<file path="src/rtl/question_part_5.sv">
// question_part_5 -- registered 7-input population count.
//
// Counts the ones in {a6..a0} with a 7-to-3 full-adder compressor and
// registers the 3-bit result, so the output follows the input by one clock.
//
// Ports:
//   a6..a0 : data word (a6 = MSB)
//   y2..y0 : registered count of ones (y2 = MSB), range 0..7
//   clk    : rising-edge clock
//   rst    : synchronous active-high reset, clears the count

// Full adder used four times by the compressor.
module question_part_5_fa (
  input  logic x,
  input  logic y,
  input  logic z,
  output logic s,
  output logic c
);
  assign s = x ^ y ^ z;
  assign c = (x & y) | (x & z) | (y & z);
endmodule

module question_part_5 (
  input  logic a6,
  input  logic a5,
  input  logic a4,
  input  logic a3,
  input  logic a2,
  input  logic a1,
  input  logic a0,
  output logic y2,
  output logic y1,
  output logic y0,
  input  logic clk,
  input  logic rst
);
  logic s1, c1, s2, c2, c3;
  logic y0_next, y1_next, y2_next;
  logic [2:0] cmp_cnt;   // compressor result, drives the outputs
  logic [2:0] ref_cnt;   // behavioural count, used only for self-checking
  logic [2:0] cnt_q;

  // Two 3:2 stages on the data, then a third folds in a6; the three
  // weight-2 carries are summed by the last adder into bits 1 and 2.
  question_part_5_fa fa1 (.x(a0), .y(a1), .z(a2), .s(s1),      .c(c1));
  question_part_5_fa fa2 (.x(a3), .y(a4), .z(a5), .s(s2),      .c(c2));
  question_part_5_fa fa3 (.x(s1), .y(s2), .z(a6), .s(y0_next), .c(c3));
  question_part_5_fa fa4 (.x(c1), .y(c2), .z(c3), .s(y1_next), .c(y2_next));

  assign cmp_cnt = {y2_next, y1_next, y0_next};

  assign ref_cnt = {2'b0, a6} + {2'b0, a5} + {2'b0, a4} + {2'b0, a3}
                 + {2'b0, a2} + {2'b0, a1} + {2'b0, a0};

  // Outputs always take the compressor; a disagreement only raises an
  // assertion and never alters the data path.
  always_ff @(posedge clk) begin
    if (!rst) begin
      assert (cmp_cnt == ref_cnt);
    end
  end

  always_ff @(posedge clk) begin
    if (rst) cnt_q <= 3'b000;
    else     cnt_q <= cmp_cnt;
  end

  assign y2 = cnt_q[2];
  assign y1 = cnt_q[1];
  assign y0 = cnt_q[0];
endmodule

</file>
<file path="config.mk">
export PLATFORM = sky130hd
export DESIGN_NAME = question_part_5
export DESIGN_NICKNAME = d
export VERILOG_FILES = /design/src/rtl/question_part_5.sv
export SDC_FILE = /design/constraint.sdc
export NUM_CORES = 1
export LEC_CHECK = 0
export CORE_AREA = 8 8 45 47
export CTS_BUF_LIST = sky130_fd_sc_hd__clkbuf_2 sky130_fd_sc_hd__clkbuf_4 sky130_fd_sc_hd__clkbuf_8
export DETAILED_ROUTE_END_ITERATION = 10
export DIE_AREA = 0 0 53 55
export MAX_ROUTING_LAYER = met4
export SYNTH_ARGS = -nofsm -noshare
export SYNTH_HDL_FRONTEND = slang
export SYNTH_SLANG_ARGS = --single-unit
</file>
<file path="constraint.sdc">
create_clock -name clk -period 3.19 [get_ports clk]
set_input_delay 0.638 -clock clk [delete_from_list [all_inputs] [get_ports clk]]
set_output_delay 0.638 -clock clk [all_outputs]
set_load 0.05 [all_outputs]
</file>
Run 1, signal wires on met3:
The bar under the picture is 20 µm long.
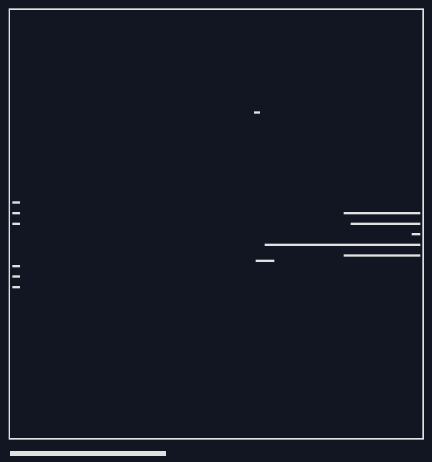
wire length on this layer = 54.9 µm
main direction = horizontal
longest straight run = 19.7 µm
nets with wire on the layer = 12
Vias: 149
met3 Use GR: 0.01604
total detailed-routing wirelength: 382 µm

Run 1, the metal 2 layer:
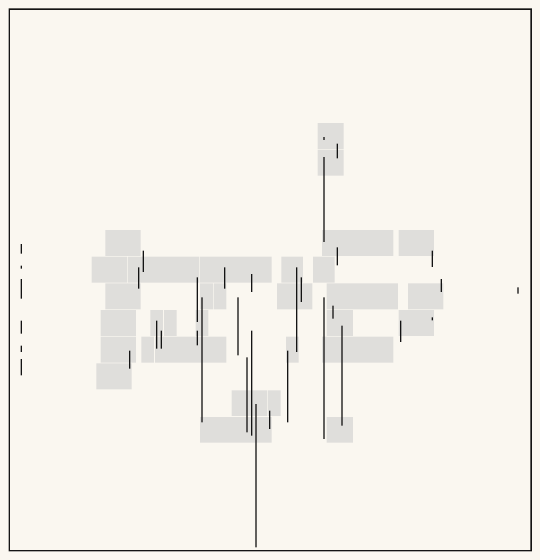
nets with wire on the layer = 34
wire length on this layer = 139 µm

Run 1, I/O nets highlighted:
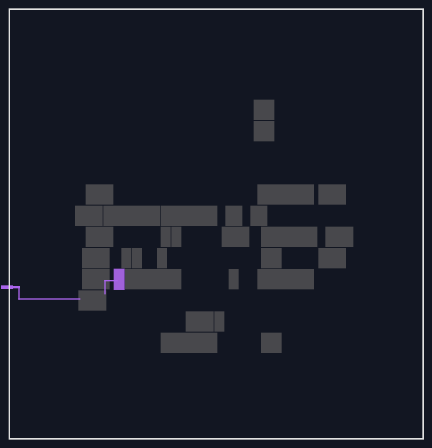
purple -> a2  # bits 1, direction input, end cells 1, buffers 1, wire 13.3 µm
count of buffers from port buffering: 11
top-level I/O count: 12

Run 1, placed cells, one colour a class:
Fill, decap, tap and diode cells in grey.
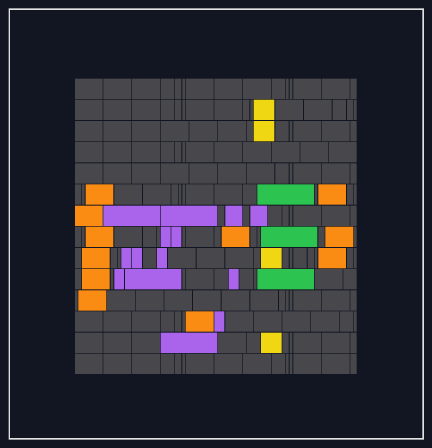
green -> sequential cells  # cells 3
purple -> combinational and other logic  # cells 14
yellow -> clock drivers and dummy loads  # cells 4
orange -> remaining buffers and delay cells  # cells 11
final core utilization: 0.2477
Site Rows: 14
area inside the core boundary: 1384 µm²

==> Slide: Implementation Results, run 1 <==
Run Summary

Cells and area
  • Share of final-layout standard cells stronger than drive strength 1: 0.1250
  • Top cell excl fill/tap: clkdlybuf4s50_1
  • Combinational Area: roughly 96 µm²
  • Most frequent logic cells in the routed design: 11 x clkdlybuf4s50_1, 7 x inv_1, 4 x fa_1, 4 x clkbuf_4, 3 x dfxtp_1
  • Area growth from synthesis to layout: 87.67%
  • Ant diodes: 0

Synthesis
  • Yosys Instances: 17
  • Yosys synthesis warning count: 0
  • Distinct cell type count after synthesis: 5
  • Syn Inst Count: 17
  • Post-synthesis sequential area ratio: 0.3288
  • Synthesized Nets: 30
  • Number of storage elements in the synthesis netlist: 3
  • Most area-consuming cells after synthesis: fa_1 44%, dfxtp_1 33%, inv_1 14%, nor2b_1 6.8%, nor2_1 2.1%

Hold path
  • Worst hold path class: in2reg

CTS
  • Clock Pin Slew Worst Setup and Hold Paths: 0.04 ns
  • Cells resized by post-CTS repair: 0
  • Deepest clock path buffer count: 2
  • CTS tree: built
  • CTS Root Buffer Type: clkbuf_4

Timing
  • RSZ-0062 raised after global routing: no
  • Worst-Margin Slew: ~0.49 ns
  • Final sum of negative setup slack: 0 ns
  • Slew HR: 0.6691
  • Highest clock frequency the design can meet: 396.4 MHz
  • Post-layout period usage: 0.7908

Critical path
  • Critical path data required time: 3.32 ns
  • Launch point of the critical path: a2

Pwr
  • Worst VDD drop: between 0.1 and 0.15 mV

Floorplanning
  • Height of the chip: approximately 55 µm
  • Initial core utilization: 0.1320
  • Horiz. Die Dim: 53 µm

Job
  • Tool warning count: 26

Drt
  • Number of nets with antenna violations after detailed routing: 0
  • Per-cell via count in the routed design: just over 3
  • DR WL/cell: 7.958 µm
  • Number of design-rule violations left by the first detailed-router iteration: 0
  • Number of remaining DRC errors: 0

Global routing
  • Number of antenna violations at the first check in global routing: 0
  • Overall routing resource usage: 0.03901
  • Met1 track demand over resource: 0.03687

Outcome
  • Run status: finished, final reports clean
[run 1: worst max path at each step]
stage               end  slack (ns)
6_report       cnt_q[1]        0.67
3_3_place_gp   cnt_q[1]        0.45
3_5_place_dp   cnt_q[1]        0.41
5_1_grt        cnt_q[1]        0.58
4_1_cts        cnt_q[1]        0.66
2_1_floorplan  cnt_q[1]        0.95
[run 1: cells in the mapped netlist]
| master | count |
|---|---|
| dfxtp_1 | 3 |
| inv_1 | 7 |
| nor2b_1 | 2 |
| nor2_1 | 1 |
| fa_1 | 4 |
[run 1: per-layer routing]
metal,up-vias,share of wire
met3,2,0.14
met5,-,0
met1,61,0.44
met2,13,0.36
li1,73,-
met4,0,0.050
[run 1: worst max-delay path, cell delays in order]
cell	delay [ns]
clkdlybuf4s50_1	0.45
inv_1	0.05
fa_1	0.50
fa_1	0.41
inv_1	0.08
fa_1	0.39
nor2b_1	0.13
[run 1: cell type report]
class                   count  share of cell area
repair buffers             11              0.3212
multi-input cells           7              0.2810
flip-flops and latches      3              0.1752
clock buffers               4             0.08759
inverters                   7             0.07664
well taps                  16             0.05839
[run 1: through the flow]
step	setup slack, ns	hold slack, ns
floorplan	0.9497	0.7096
global placement	0.4482	1.222
detailed placement	0.4072	1.235
CTS	0.6593	0.9855
global route	0.5752	1.012
finish	0.6675	0.9884
[run 1: cell families after synthesis]
kind of cell,count (synthesis),synth area share
buffers and inverters,7,0.1439
adders and majority gates,4,0.4384
DFF,3,0.3288
and+or+nand+nor,3,0.08901
[run 1: power breakdown]
| group | internal [µW] | switching, µW | leakage (µW) |
|---|---|---|---|
| logic | 29.6 | 38.5 | 0.000115 |
| registers | 44.4 | 1.29 | 0.0000250 |
| clock network | 55.4 | 20.0 | 0.0000184 |
| total | 129 | 59.8 | 0.000158 |
## Run 2: what changed since run 1
clock period = 2.55 ns   (was 3.19 ns; I/O delays follow)
Run 2, I/O nets highlighted:
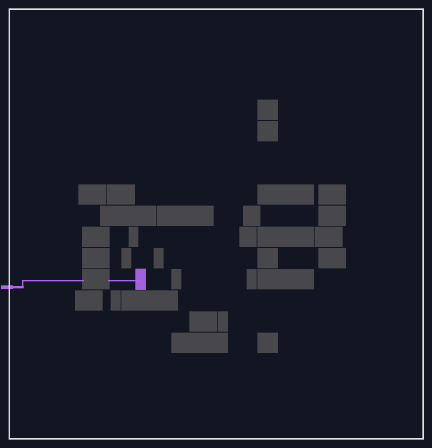

Run 2, placed cells, one colour a class:
Fill, decap, tap and diode cells in grey.
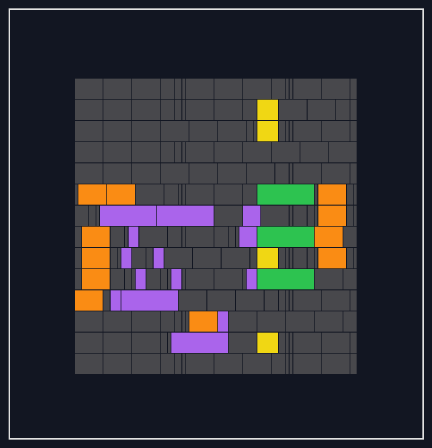
orange -> remaining buffers and delay cells  # cells 11
yellow -> clock drivers and dummy loads  # cells 4
green -> sequential cells  # cells 3
purple -> combinational and other logic  # cells 14

Run 2, signal wires on met3:
The bar under the picture is 20 µm long.
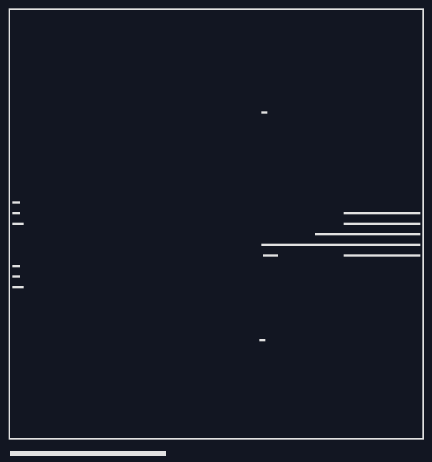
main direction = horizontal
wire length on this layer = 69.3 µm

==> run 2 against run 1 <==
Effect of this change:
- hold slack got worse by 0.12 ns
- design area did not move
- synthesized cell count did not move
- sequential cell count did not move
- largest power group unchanged
- highest routed layer unchanged
==> Slide: Implementation Results, run 2 <==
Run Summary

Outcome
  • Run status: finished, final reports clean

Placed design
  • Setup Slack @ Placement: -0.09901 ns (-0.5062 ns)
  • Count of buffers from port buffering: 11 (unchanged)

Synthesis
  • Synthesized Nets: 30 (unchanged)
  • Syn Inst Count: 17 (unchanged)
  • Dominant register cell: dfxtp_1
  • Yosys Instances: 17 (unchanged)
  • Distinct cell type count after synthesis: 5 (unchanged)
  • Most area-consuming cells after synthesis: fa_1 44%, dfxtp_1 33%, inv_1 14%, nor2b_1 6.8%, nor2_1 2.1%
  • Number of synthesized flops with an enable pin: 0 (unchanged)
  • Synth top cells by count: 7 x inv_1, 4 x fa_1, 3 x dfxtp_1
  • Post-synth ARST share: 0 (unchanged)
  • Post-synthesis sequential area ratio: 0.3288 (unchanged)

Floorplanning
  • Initial core utilization: 0.1320 (unchanged)
  • Height of the chip: 55 µm (unchanged)
  • Site Rows: 14 (unchanged)
  • Horiz. Die Dim: 53 µm (unchanged)
  • Area inside the core boundary: 1384 µm² (unchanged)

Global routing
  • Number of antenna violations at the first check in global routing: 0 (unchanged)
  • Overall routing resource usage: 0.03787 (-0.001131)

Hold path
  • Worst hold path class: in2reg
  • End point of the worst hold path: cnt_q[0]

Timing
  • Highest clock frequency the design can meet: 417.8 MHz
  • Worst-Margin Slew: 0.4950 ns (+0.0002897 ns)
  • Final sum of negative setup slack: 0 ns (unchanged)
  • Slew HR: 0.6689 (about the same)
  • Post-layout period usage: 0.9387
  • RSZ-0062 raised after global routing: no
  • Setup ws final: 0.1564 ns (-0.5111 ns)

Cells and area
  • Area growth from synthesis to layout: 87.67% (unchanged)
  • Ant diodes: 0 (unchanged)
  • Top cell excl fill/tap: clkdlybuf4s50_1
  • Most flop-heavy register: cnt_q

Pwr
  • Power density cells: a little under 700 nW/µm²
  • Worst VDD drop: 0.1315 mV (+16%)

CTS
  • CTS tree: built
  • Hold buffer count at CTS: 0
  • Cells resized by post-CTS repair: 0 (unchanged)
  • CTS Root Buffer Type: clkbuf_4
  • Deepest clock path buffer count: 2 (unchanged)
  • Clock Pin Slew Worst Setup and Hold Paths: 0.04 ns (about the same)

Critical path
  • Launch point of the critical path: a2

Drt
  • DR WL/cell: 7.938 µm (-0.26%)
  • Per-cell via count in the routed design: 3.167 (+2.0%)
  • Number of nets with antenna violations after detailed routing: 0 (unchanged)
  • Number of remaining DRC errors: 0 (unchanged)

Job
  • Tool warning count: 26 (unchanged)
-- run 2: worst max-delay path: stages --
cell and delay [ns]:
clkdlybuf4s50_1 0.45, inv_1 0.05, fa_1 0.50, fa_1 0.41
inv_1 0.08, fa_1 0.39, nor2b_1 0.13
-- run 2: how the worst max path moves through the flow --
stage	slack, ns	cells past startpoint	endpoint
final	0.16	7	cnt_q[1]
after global placement	-0.06	7	cnt_q[1]
after floorplan	0.44	6	cnt_q[1]
after detailed placement	-0.1	7	cnt_q[1]
after global routing	0.07	7	cnt_q[1]
after CTS	0.15	7	cnt_q[1]
-- run 2: cell type report --
type                    instances  area, µm²
multi-input cells               7      96.34
inverters                       7      26.28
flip-flops and latches          3      60.06
fillers                       163       1041
well taps                      16      20.02
repair buffers                 11      110.1
clock buffers                   4      30.03
-- run 2: through the flow --
stage	cells	util
2_1_floorplan	17	-
3_3_place_gp	44	0.2260
3_5_place_dp	44	0.2260
4_1_cts	48	0.2477
5_1_grt	48	0.2477
6_report	48	0.2477
-- run 2: cell families (layout without fill, tap and decap cells) --
family,after synthesis,in the layout,share of synthesized area
adders and majority gates,4,4,0.4384
DFF,3,3,0.3288
and+or+nand+nor,3,3,0.08901
buffers and inverters,7,22,0.1439
-- run 2: report_power, final --
group          total, µW  leakage (µW)  internal (µW)  switching (µW)
Combinational       85.1      0.000115           36.9            48.1
Clock               94.7     0.0000184           69.3            25.5
Sequential          57.1     0.0000250           55.5            1.63
-- run 2: routing by layer --
metal / GRT usage / wire length (µm) / up-vias
met2: 0.05273 / 135 / 14
met5: - / 0 / -
met4: 0.06466 / 29 / 0
li1: - / - / 73
met3: 0.01872 / 69 / 3
met1: 0.02765 / 147 / 62
Run 2, the metal 2 layer:
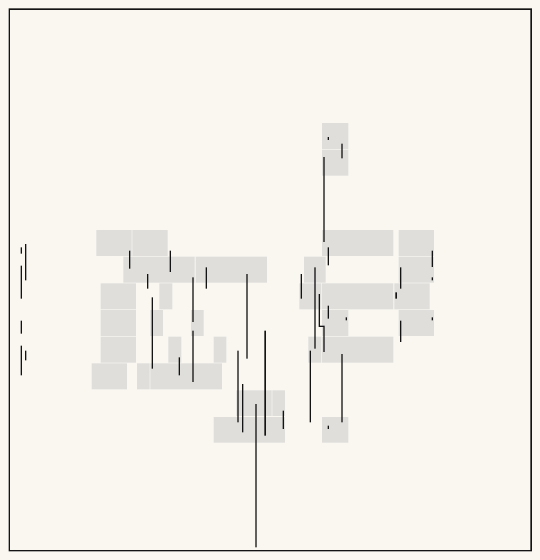

## Run 3: what changed since run 2
CELL_PAD_IN_SITES_DETAIL_PLACEMENT = 1   (was unset)
CELL_PAD_IN_SITES_GLOBAL_PLACEMENT = 2   (was unset)
PLACE_DENSITY_LB_ADDON = 0.1   (was unset)
Run 3, the metal 2 layer:
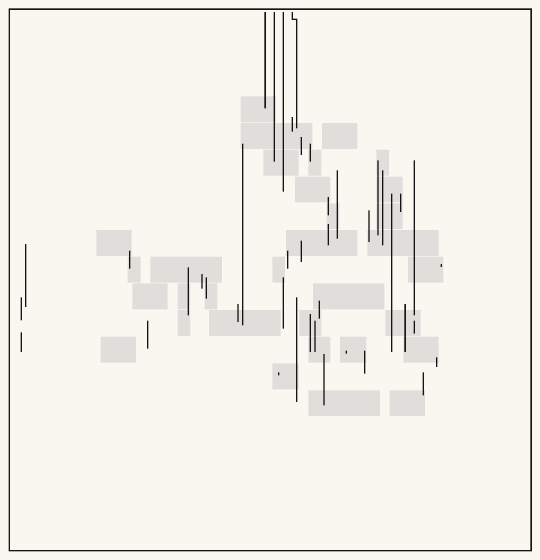
main direction = vertical
nets with wire on the layer = 38

Run 3, placed cells, one colour a class:
Fill, decap, tap and diode cells in grey.
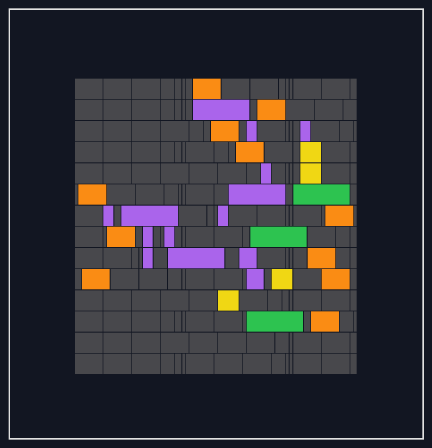
flip-flop and latch share of the layout cell area: 0.1752
Post-Layout Inst Area: 342.8 µm²

==> run 3 against run 2 <==
Effect of this change:
- worst setup slack better by 0.0059 ns
- non-clock buffer count stayed put
- final cell count stayed put
- critical path type unchanged
- highest routed layer is now met3
- largest cell class unchanged
==> Slide: Implementation Results, run 3 <==
Run Summary

Hold path
  • Worst hold path class: in2reg
  • End point of the worst hold path: cnt_q[1]

Pwr
  • Power density cells: 685.7 nW/µm² (-0.79%)
  • Worst VDD drop: 0.1079 mV (-18%)

Timing
  • Highest clock frequency the design can meet: 418.8 MHz (+0.25%)
  • Setup ws final: 0.1622 ns (+0.005868 ns)
  • Hold Violations, Final: 0
  • Slew HR: 0.6645 (-0.004483)
  • Final sum of negative setup slack: 0 ns (unchanged)
  • RSZ-0062 raised after global routing: no
  • Post-layout period usage: 0.9364 (-0.002301)
  • Worst-Margin Slew: 0.5017 ns (+0.006703 ns)

Job
  • Tool warning count: 26 (unchanged)
  • Max cap viols: 0

Global routing
  • Number of antenna violations at the first check in global routing: 0 (unchanged)
  • Overall routing resource usage: 0.03783 (-0.00004277)

Drt
  • DR WL/cell: 8.646 µm (+8.9%)
  • Number of nets with antenna violations after detailed routing: 0 (unchanged)
  • Per-cell via count in the routed design: 3.208 (+1.3%)

CTS
  • CTS tree: built
  • Deepest clock path buffer count: 2 (unchanged)
  • CTS Root Buffer Type: clkbuf_4
  • Hold buffer count at CTS: 0 (unchanged)
  • Cells resized by post-CTS repair: 0 (unchanged)

Cells and area
  • Ant diodes: 0 (unchanged)
  • Sequential cell area in the final layout: 60.06 µm² (unchanged)
  • Most flop-heavy register: cnt_q
  • Top cell excl fill/tap: clkdlybuf4s50_1
  • Combinational Area: 96.34 µm² (unchanged)

Floorplanning
  • Height of the chip: 55 µm (unchanged)
  • Area inside the core boundary: 1384 µm² (unchanged)
  • Horiz. Die Dim: 53 µm (unchanged)
  • Site Rows: 14 (unchanged)
  • Initial core utilization: 0.1320 (unchanged)

Synthesis
  • Post-synth ARST share: 0 (unchanged)
  • Synthesized Nets: 30 (unchanged)
  • Most area-consuming cells after synthesis: fa_1 44%, dfxtp_1 33%, inv_1 14%, nor2b_1 6.8%, nor2_1 2.1%
  • Syn Inst Count: 17 (unchanged)
  • Number of storage elements in the synthesis netlist: 3
  • Dominant register cell: dfxtp_1

Placed design
  • Count of buffers from port buffering: 11 (unchanged)
  • Setup Slack @ Placement: -0.1149 ns (-0.01592 ns)

Outcome
  • Run status: finished, final reports clean
Run 3, signal wires on met3:
The bar under the picture is 20 µm long.
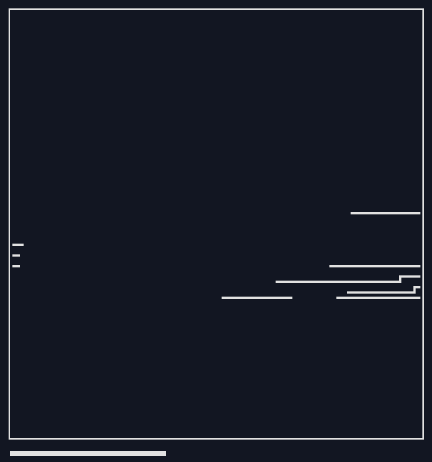
main direction = horizontal
longest straight run = 15.9 µm
nets with wire on the layer = 9
wire length on this layer = 70.7 µm
total detailed-routing wirelength: 415 µm
Vias: 154
met3 Use GR: 0.03476

run 3: cell counts in the layout (fill, tap and decap cells not counted):
Identical to the previous run, type by type.
run 3: worst max-delay path, stage by stage:
cell and delay (ns):
clkdlybuf4s50_1 0.45, inv_1 0.05, fa_1 0.50, fa_1 0.39, inv_1 0.07, fa_1 0.39
nor2b_1 0.13
run 3: final cells by class:
type,instances,area share
Timing Repair Buffer,11,0.3212
Multi-Input combinational cell,7,0.2810
Sequential cell,3,0.1752
Clock buffer,4,0.08759
Inverter,7,0.07664
Tap cell,16,0.05839
run 3: worst max path at each step:
stage	start	end	slack (ns)	cells after the start
2_1_floorplan	a2	cnt_q[1]	0.44	6
3_3_place_gp	a2	cnt_q[1]	-0.11	7
3_5_place_dp	a2	cnt_q[1]	-0.11	7
4_1_cts	a2	cnt_q[1]	0.15	7
5_1_grt	a2	cnt_q[1]	0.06	7
6_report	a2	cnt_q[1]	0.16	7
run 3: power by group:
| part | switching (µW) | internal, µW | total (µW) |
|---|---|---|---|
| clock network | 23.3 | 69.2 | 92.5 |
| registers | 1.91 | 55.6 | 57.5 |
| logic | 48.3 | 36.8 | 85.1 |
| total | 73.6 | 161 | 235 |
run 3: per-layer routing:
layer	share of wire	GRT usage	vias up
met2	0.50	0.04688	10
met5	0	-	-
li1	-	-	73
met4	0	0.05172	0
met1	0.33	0.02757	71
met3	0.17	0.03476	0
run 3: per-stage QoR:
stage | cell area, µm² | power [µW] | utilization | instances
2_1_floorplan | 182.7 | 109.3 | - | 17
3_3_place_gp | 312.8 | 144.4 | 0.2260 | 44
3_5_place_dp | 312.8 | 145.7 | 0.2260 | 44
4_1_cts | 342.8 | 242.3 | 0.2477 | 48
5_1_grt | 342.8 | 252.2 | 0.2477 | 48
6_report | 342.8 | 235.1 | 0.2477 | 48
run 3: kinds of logic (layout without fill, tap and decap cells):
kind of cell  count (synthesis)  after routing  synth area share
simple gates                  3              3           0.08901
buf+inv                       7             22            0.1439
flops                         3              3            0.3288
fa+ha+maj                     4              4            0.4384
Power is estimated from default activity; no workload was simulated.
